Figure 1. M4 wires.
Scale bar: 100 microns.
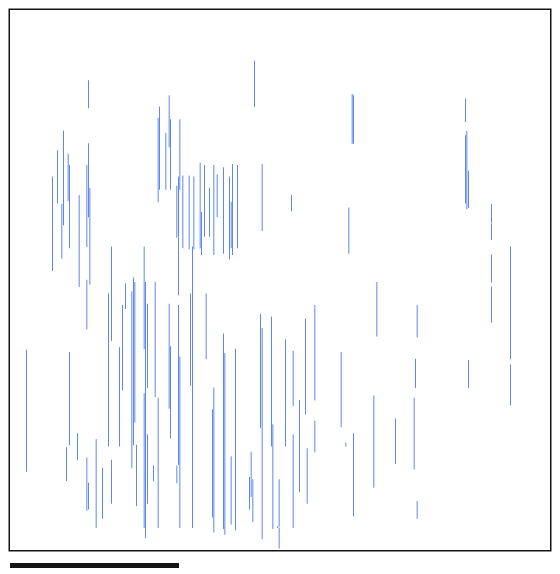
Figure 2. Routing congestion.
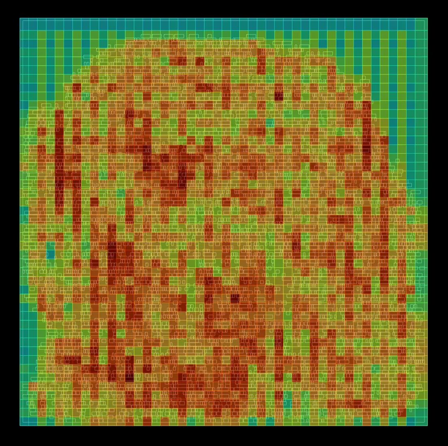
Figure 3. Signal wires on met2.
Scale bar: 100 microns.
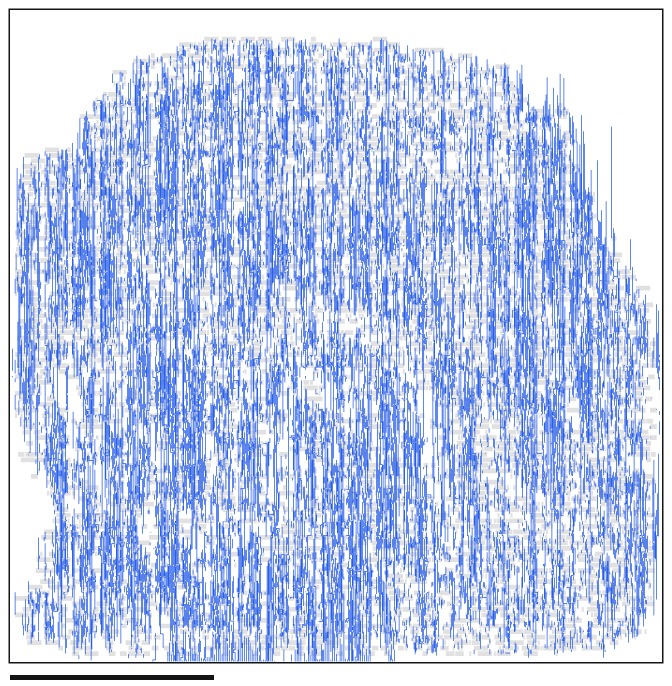
==> config.mk <==
export PLATFORM = sky130hd
export DESIGN_NAME = mips_muldiv_unit_flat
export DESIGN_NICKNAME = d
export VERILOG_FILES = /design/src/rtl/mips_muldiv_if.sv /design/src/rtl/mips_muldiv_unit.sv /design/src/flat_wrapper.sv
export SDC_FILE = /design/constraint.sdc
export NUM_CORES = 2
export LEC_CHECK = 0
export ABC_CLOCK_PERIOD_IN_PS = 9400
export CAP_MARGIN = 20
export CORE_MARGIN = 2
export CORE_UTILIZATION = 51
export CTS_CLUSTER_DIAMETER = 80
export DETAILED_ROUTE_END_ITERATION = 8
export MAX_ROUTING_LAYER = met4
export PLACE_DENSITY = 0.66
export SLEW_MARGIN = 5
export SYNTH_ARGS = -nofsm -noshare
export SYNTH_HDL_FRONTEND = slang
export SYNTH_SLANG_ARGS = --single-unit
==> constraint.sdc <==
create_clock -name clk -period 9.4 [get_ports clk]
set_clock_uncertainty 0.05 [all_clocks]
set_input_delay 1.88 -clock clk [delete_from_list [all_inputs] [get_ports clk]]
set_output_delay 1.88 -clock clk [all_outputs]
set_load 0.03 [all_outputs]
==> results.json <==
{
  "worst_setup_path_end_kind": "flip-flop",
  "cts_hold_buffers": 0,
  "area_delta_synth_final_pct": 7.067,
  "cts.sinks": 204,
  "number_of_cells_on_the_critical_path": 24,
  "grt_first_pass_wirelength_microns": 246900,
  "fp.coreArea_sq_mm": 0.09957,
  "fmaxAchievable_mhz": 110.0,
  "yosys.stat.chipArea_sq_mm": 0.05101,
  "setup_violators_final": 0,
  "initialDrtViolationCount": 3463,
  "routed_length_per_instance_microns": 21.80,
  "synth_cell_type_count": 81,
  "fill_cell_instance_count_of_the_final_layout": 9240,
  "worst_ep_required_time_ns": 9.82,
  "post_cts_resized": 0,
  "dp_worst_setup_slack_ns": 0.5239,
  "post_route_cells_drive_above_1_share_pct": 4.025,
  "postSynthCellCount": 5944,
  "cts_tree": "yes",
  "async_reset_ff_share_pct": 0,
  "timing.critical_path.cells": "buf_4, nand2_1, fa_1, fa_1, inv_1, fa_1, inv_1, fa_1, fa_1, fa_1, fa_1, inv_1, fa_1, ha_1, a21oi_1, o21ai_0, a31o_2, a311oi_1, a21oi_1, nor2_1, o31ai_2, a2111oi_0, a31oi_1, a311oi_1",
  "run_status": "finished, final reports clean",
  "chip_area_sq_mm": 0.1026,
  "numCtsBuffers": 26,
  "syn_nets": 7397,
  "power_switching_share_pct": 38.14,
  "detailedPlacementHpwl_microns": 127700,
  "grt_setup_unrepaired": "false",
  "routed_via_density": 5.671,
  "timing.hold.ws_ns": 0.4106,
  "syn_area_per_cell_sq_um": 8.582,
  "dpl.cell_count": 7142,
  "power.net_switching_uw": 1102,
  "startpoint_type": "flip-flop",
  "enable_flop_cells": 0,
  "clkPwrFrac_pct": 35.4,
  "globalRoute.totalOverflow": 0,
  "totalNegativeSetupSlack_ns": 0,
  "grt_start_max_net_pins": 73,
  "grt_antenna_before_repair": 8,
  "layout.nets": 7327,
  "number_of_global_route_vias_before_repair": 41567
}
-- Figure 1 (at the start) --
nets with wire on the layer: 98
share of all routed wire: 3.5%
routed via count: 40,782
Final Routed Wirelength: 156,800 microns

-- Figure 2 (at the start) --
Global Route met1 Usage: 43.10%
GR met3 Demand/Resource: 4.723%
Most Used Layer, Global Route: met2
GRT Resource Usage Total: 32.28%

-- Figure 3 (at the start) --
share of all routed wire: 48%
longest straight run: 81.8 microns
nets with wire on the layer: 6,216
wire length on this layer: 74.9 mm
global-route track usage on met2: 51.28%

==> area by class of cell <==
type | instances | share of cell area [%]
multi-input combinational | 4190 | 75.42
inverter | 1182 | 8.124
sequential | 204 | 7.489
timing repair buffer | 270 | 4.479
tap | 1298 | 2.974
clock buffer | 32 | 1.288
clock inverter | 10 | 0.2085
antenna | 5 | 0.02291
==> cell families (layout without fill, tap and decap cells) <==
group                      count (synthesis)  in the layout  share of synthesized area, %
AOI/OAI and AO/OA                        737            737                         9.500
xor gates and xnor gates                 209            209                         3.589
DFF                                      204            204                         8.006
and+or+nand+nor                         1838           1838                         16.54
muxes                                     26             26                        0.5151
other                                      0              5                             0
adders and majority gates               1380           1380                         50.42
buffers and inverters                   1550           1494                         11.42
==> power by group through the flow <==
stage | Clock (uW) | Sequential [uW] | Combinational (uW)
after floorplan | 0 | 1070 | 426
after global placement | 0 | 1020 | 840
after detailed placement | 0 | 1020 | 843
after CTS | 1030 | 1000 | 847
after global routing | 1060 | 1010 | 915
final | 1020 | 1010 | 862
==> layout by cell type (no fill, tap or decap), types with 61 or more instances in the layout <==
cell type,netlist,final
sky130_fd_sc_hd__and2_1,354,353
sky130_fd_sc_hd__ha_1,254,252
sky130_fd_sc_hd__clkdlybuf4s50_1,0,137
sky130_fd_sc_hd__a211oi_1,61,61
sky130_fd_sc_hd__dfxtp_1,204,199
sky130_fd_sc_hd__xnor2_1,132,132
sky130_fd_sc_hd__xor2_1,77,77
sky130_fd_sc_hd__inv_1,1182,1182
sky130_fd_sc_hd__nand2_1,1017,1015
sky130_fd_sc_hd__a21oi_1,205,205
sky130_fd_sc_hd__o21ai_0,160,159
sky130_fd_sc_hd__nor2_1,213,210
sky130_fd_sc_hd__buf_4,1,126
sky130_fd_sc_hd__fa_1,1126,1126
Power is estimated from default activity; no workload was simulated.
